**config.mk**
```make
export PLATFORM = sky130hd
export DESIGN_NAME = icache_linebuf
export DESIGN_NICKNAME = d
export VERILOG_FILES = /design/src/rtl/icache_linebuf.sv
export SDC_FILE = /design/constraint.sdc
export NUM_CORES = 1
export LEC_CHECK = 0
export ABC_AREA = 1
export CORE_MARGIN = 5
export CORE_UTILIZATION = 50
export CTS_CLUSTER_DIAMETER = 40
export DETAILED_ROUTE_END_ITERATION = 10
export GPL_TIMING_DRIVEN = 0
export PLACE_DENSITY = 0.85
export SLEW_MARGIN = 20
export SYNTH_ARGS = -nofsm -noshare
export SYNTH_HDL_FRONTEND = slang
export SYNTH_SLANG_ARGS = --single-unit
```
**constraint.sdc**
```tcl
create_clock -name clk -period 22.3 [get_ports clk]
set_input_delay 4.46 -clock clk [delete_from_list [all_inputs] [get_ports clk]]
set_output_delay 4.46 -clock clk [all_outputs]
set_load 0.02 [all_outputs]
```
**src/rtl/icache_linebuf.sv**
```systemverilog
// IF-stage line buffer: ENTRIES fully-associative lines refilled over valid/ready.
// Define ICACHE_LINEBUF_PREFETCH_EN for next-line prefetch after demand fills.
module icache_linebuf #(
  parameter int unsigned LINE_WORDS  = 4,
  parameter int unsigned ENTRIES     = 2,
  parameter logic [31:0] BASE_ADDR   = 32'h80000000,
  parameter logic [31:0] REGION_SIZE = 32'h00040000
) (
  input  logic                       clk,
  input  logic                       rst,
  input  logic [31:0]                addr,
  input  logic                       stall,
  input  logic                       flush,
  input  logic                       inval,
  output logic [31:0]                inst,
  output logic                       stall_req,
  output logic                       error,
  output logic                       mem_req_valid,
  input  logic                       mem_req_ready,
  output logic [31:0]                mem_req_addr,
  input  logic                       mem_resp_valid,
  input  logic [LINE_WORDS*32-1:0]   mem_resp_data
);
  localparam int unsigned OFF = $clog2(LINE_WORDS * 4);
  localparam int unsigned WW  = $clog2(LINE_WORDS);
  localparam int unsigned TW  = 32 - OFF;
  localparam int unsigned PW  = (ENTRIES > 1) ? $clog2(ENTRIES) : 1;
  localparam logic [32:0] LIMIT =
    {1'b0, BASE_ADDR} + {1'b0, REGION_SIZE};

  typedef enum logic [1:0] {IDLE, REQ, WAIT} state_t;

  state_t                   state, nxt;
  logic [TW-1:0]            tag;
  logic [WW-1:0]            wsel;
  logic [ENTRIES-1:0]       valid;
  logic [TW-1:0]            tags  [ENTRIES];
  logic [LINE_WORDS*32-1:0] lines [ENTRIES];
  logic [PW-1:0]            rep_ptr;
  logic [31:0]              req_addr;
  logic [31:0]              load_addr;
  logic [LINE_WORDS*32-1:0] hit_line;
  logic [31:0]              hit_word;
  logic                     hit, miss, fill, load;

  assign tag  = addr[31:OFF];
  assign wsel = addr[OFF-1:2];

  assign error = (|addr[1:0]) | (addr < BASE_ADDR) |
                 ({1'b0, addr} >= LIMIT);

  always_comb begin
    hit      = 1'b0;
    hit_line = '0;
    for (int i = 0; i < ENTRIES; i++) begin
      if (valid[i] && tags[i] == tag) begin
        hit      = 1'b1;
        hit_line = lines[i];
      end
    end
  end

  assign hit_word  = hit_line[32*wsel +: 32];
  assign miss      = !error && !hit;
  assign stall_req = rst && miss;

  assign mem_req_valid = (state == REQ);
  assign mem_req_addr  = req_addr;
  // inval in the response cycle drops the line
  assign fill = (state == WAIT) && mem_resp_valid && !inval;

`ifdef ICACHE_LINEBUF_PREFETCH_EN
  localparam logic [32:0] LB = 33'(LINE_WORDS * 4);

  logic        pf_pend, pf_cur, pf_ok, pf_have, pf_load;
  logic [32:0] pf_next;

  always_comb begin
    pf_next = {1'b0, req_addr} + LB;
    pf_have = 1'b0;
    for (int i = 0; i < ENTRIES; i++) begin
      if (valid[i] && tags[i] == pf_next[31:OFF]) pf_have = 1'b1;
    end
    pf_ok = (ENTRIES > 1) && pf_pend && !pf_have &&
            (pf_next >= {1'b0, BASE_ADDR}) && (pf_next < LIMIT);
  end

  always_ff @(posedge clk or negedge rst) begin
    if (!rst) begin
      pf_pend <= 1'b0;
      pf_cur  <= 1'b0;
    end else begin
      if (inval || load)           pf_pend <= 1'b0;
      else if (fill && !pf_cur)    pf_pend <= 1'b1;
      else if (state == IDLE && !miss) pf_pend <= 1'b0;
      if (load) pf_cur <= pf_load;
    end
  end
`endif

  always_comb begin
    nxt       = state;
    load      = 1'b0;
    load_addr = {tag, {OFF{1'b0}}};
`ifdef ICACHE_LINEBUF_PREFETCH_EN
    pf_load   = 1'b0;
`endif
    unique case (state)
      IDLE: begin
        if (miss && !flush) begin
          nxt  = REQ;
          load = 1'b1;
        end
`ifdef ICACHE_LINEBUF_PREFETCH_EN
        else if (!miss && pf_ok) begin
          nxt       = REQ;
          load      = 1'b1;
          pf_load   = 1'b1;
          load_addr = pf_next[31:0];
        end
`endif
      end
      REQ:     if (mem_req_ready) nxt = WAIT;
      WAIT:    if (inval || mem_resp_valid) nxt = IDLE;
      default: nxt = IDLE;
    endcase
  end

  always_ff @(posedge clk or negedge rst) begin
    if (!rst) begin
      state    <= IDLE;
      req_addr <= '0;
      valid    <= '0;
      rep_ptr  <= '0;
    end else begin
      state <= nxt;
      if (load) req_addr <= load_addr;
      if (inval)     valid <= '0;
      else if (fill) valid[rep_ptr] <= 1'b1;
      if (fill) rep_ptr <= (ENTRIES > 1) ? rep_ptr + 1'b1 : '0;
    end
  end

  always_ff @(posedge clk) begin
    if (fill) begin
      lines[rep_ptr] <= mem_resp_data;
      tags[rep_ptr]  <= req_addr[31:OFF];
    end
  end

  always_ff @(posedge clk or negedge rst) begin
    if (!rst) begin
      inst <= '0;
    end else if (flush) begin
      inst <= '0;
    end else if (!stall) begin
      if (error)    inst <= '0;
      else if (hit) inst <= hit_word;
    end
  end
endmodule

```
zoom.png
Region (84, 84) to (109, 109) um. Cells in grey, sequential cells in the stronger grey; small squares are vias.
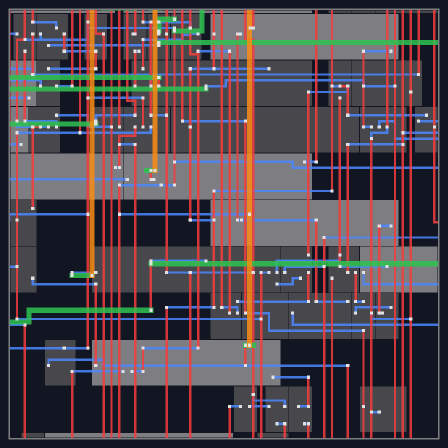
| colour | layer |
|---|---|
| green | met3 |
| orange | met4 |
| red | met2 |
| blue | met1 |
cells with their middle in the window: 37
most frequent: nand3_1 (9), nand2_1 (6), edfxtp_1 (5)
netlist names of flops here include: lines (5)
sequential cells in the window: 5

registers.png
Scale: 2 px per um.
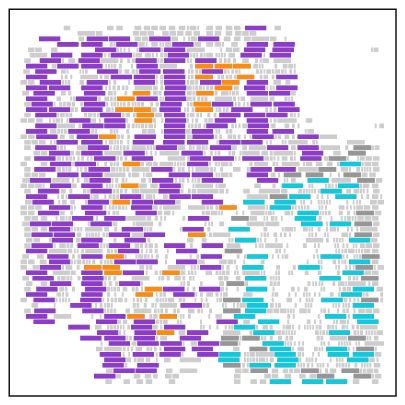
| colour | signal | placed flops |
|---|---|---|
| orange | inst | 32 |
| purple | lines | 256 |
| cyan | tags | 56 |

==> flow_summary.json <==
{
  "internal-power_uw": 1260,
  "comb_power_share": 0.047,
  "chipArea_um2": 37100,
  "crit_path_top_delay_cell": "sky130_fd_sc_hd__clkdlybuf4s50_1",
  "timing.max_cap.violations": 0,
  "numClockSinks": 377,
  "grt_setup_unrepaired": "no",
  "port_buffers": 228,
  "outcome": "completed",
  "drt_drc_violations_left": 0,
  "synth-edff-count": 312,
  "die-width_um": 193,
  "grtUsageTotal": 0.259,
  "hold_depth": 1,
  "timing.critical_path.to_type": "output pin",
  "clk_pin_slew_worst_paths_ps": 50,
  "net-switching-power_uw": 356,
  "cts_tree": "done",
  "setup_violations": 0,
  "nets": 2048,
  "global_route.overflow_total": 0,
  "critical_path.max_fanout": 6
}
drive_strength.png
Scale: 2 px per um.
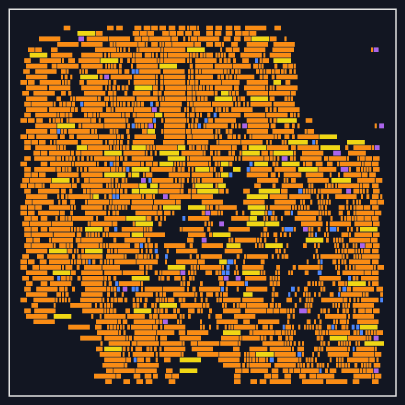
| colour | size | cells | share |
|---|---|---|---|
| blue | drive 2 | 61 | 3.2% |
| purple | drive 3 to 4 | 27 | 1.4% |
| orange | drive 1 or less | 1,745 | 91% |
| yellow | drive 6 and up | 89 | 4.6% |

[layout by cell type (no fill, tap or decap), types with 9 or more instances in the layout]
master / n
sky130_fd_sc_hd__buf_1: 10
sky130_fd_sc_hd__dfrtp_1: 65
sky130_fd_sc_hd__o21ai_0: 24
sky130_fd_sc_hd__nand2_1: 341
sky130_fd_sc_hd__buf_6: 12
sky130_fd_sc_hd__inv_1: 249
sky130_fd_sc_hd__edfxtp_1: 312
sky130_fd_sc_hd__nor2_1: 34
sky130_fd_sc_hd__clkbuf_16: 49
sky130_fd_sc_hd__clkinv_1: 10
sky130_fd_sc_hd__buf_16: 9
sky130_fd_sc_hd__nand3b_1: 96
sky130_fd_sc_hd__buf_4: 12
sky130_fd_sc_hd__nand3_1: 303
sky130_fd_sc_hd__clkbuf_1: 18
sky130_fd_sc_hd__clkdlybuf4s50_1: 227
sky130_fd_sc_hd__nand4_1: 17
sky130_fd_sc_hd__buf_2: 32
sky130_fd_sc_hd__inv_2: 9
sky130_fd_sc_hd__clkinvlp_4: 10
[flip-flops by register name (all words and copies together), names as in the netlist]
name and count:
inst 32, valid 2, rep_ptr 1, mem_req_addr 28, lines 256, tags 56, state 2
[worst max path at each step]
stage | slack, ps | to | start
after floorplan | 10410 | lines[0][0]$_DFFE_PP_ | inval
after global placement | 6130 | lines[0][72]$_DFFE_PP_ | inval
after detailed placement | 10870 | stall_req | addr[25]
after CTS | 10880 | stall_req | addr[22]
after global routing | 10730 | stall_req | addr[22]
final | 10810 | stall_req | addr[25]
[stage by stage]
step,std cells,area (um^2),utilization,total power [uW]
global route,2365,21600,0.659,1660
floorplan,1586,16700,-,800
CTS,2364,21600,0.659,1620
finish,2365,21600,0.659,1610
global placement,2256,19500,0.597,848
detailed placement,2272,19900,0.609,851
[power by group through the flow]
| stage | combinational, uW | clock [uW] | sequential, uW |
|---|---|---|---|
| after floorplan | 23.8 | 0 | 776 |
| after global placement | 72.5 | 0 | 776 |
| after detailed placement | 74.8 | 0 | 776 |
| after CTS | 75.4 | 781 | 762 |
| after global routing | 81.0 | 817 | 761 |
| final | 76.4 | 777 | 762 |
[kinds of logic (layout without fill, tap and decap cells)]
logic type | Yosys count | count (layout) | synth area share
xor gates and xnor gates | 13 | 13 | 0.00683
other | 1 | 5 | 0.000225
and+or+nand+nor | 819 | 819 | 0.236
buffers and inverters | 341 | 677 | 0.0871
AOI/OAI and AO/OA | 32 | 32 | 0.0107
DFF | 377 | 377 | 0.660
[routing by layer]
| layer | up-vias | GRT usage | share of wire |
|---|---|---|---|
| met1 | 6157 | 0.328 | 0.38 |
| met3 | 156 | 0.0483 | 0.087 |
| met5 | - | 0 | 0.0014 |
| met2 | 718 | 0.439 | 0.49 |
| met4 | 8 | 0.107 | 0.043 |
| li1 | 5879 | - | - |
[final cells by class]
cell class,count,share of cell area
Tap cell,442,0.0257
Antenna cell,1,0.000116
Clock inverter,37,0.0178
Multi-Input combinational cell,868,0.197
Inverter,262,0.0456
Buffer,79,0.0218
Clock buffer,55,0.0584
Timing Repair Buffer,244,0.124
Sequential cell,377,0.510
Power is estimated from default activity; no workload was simulated.
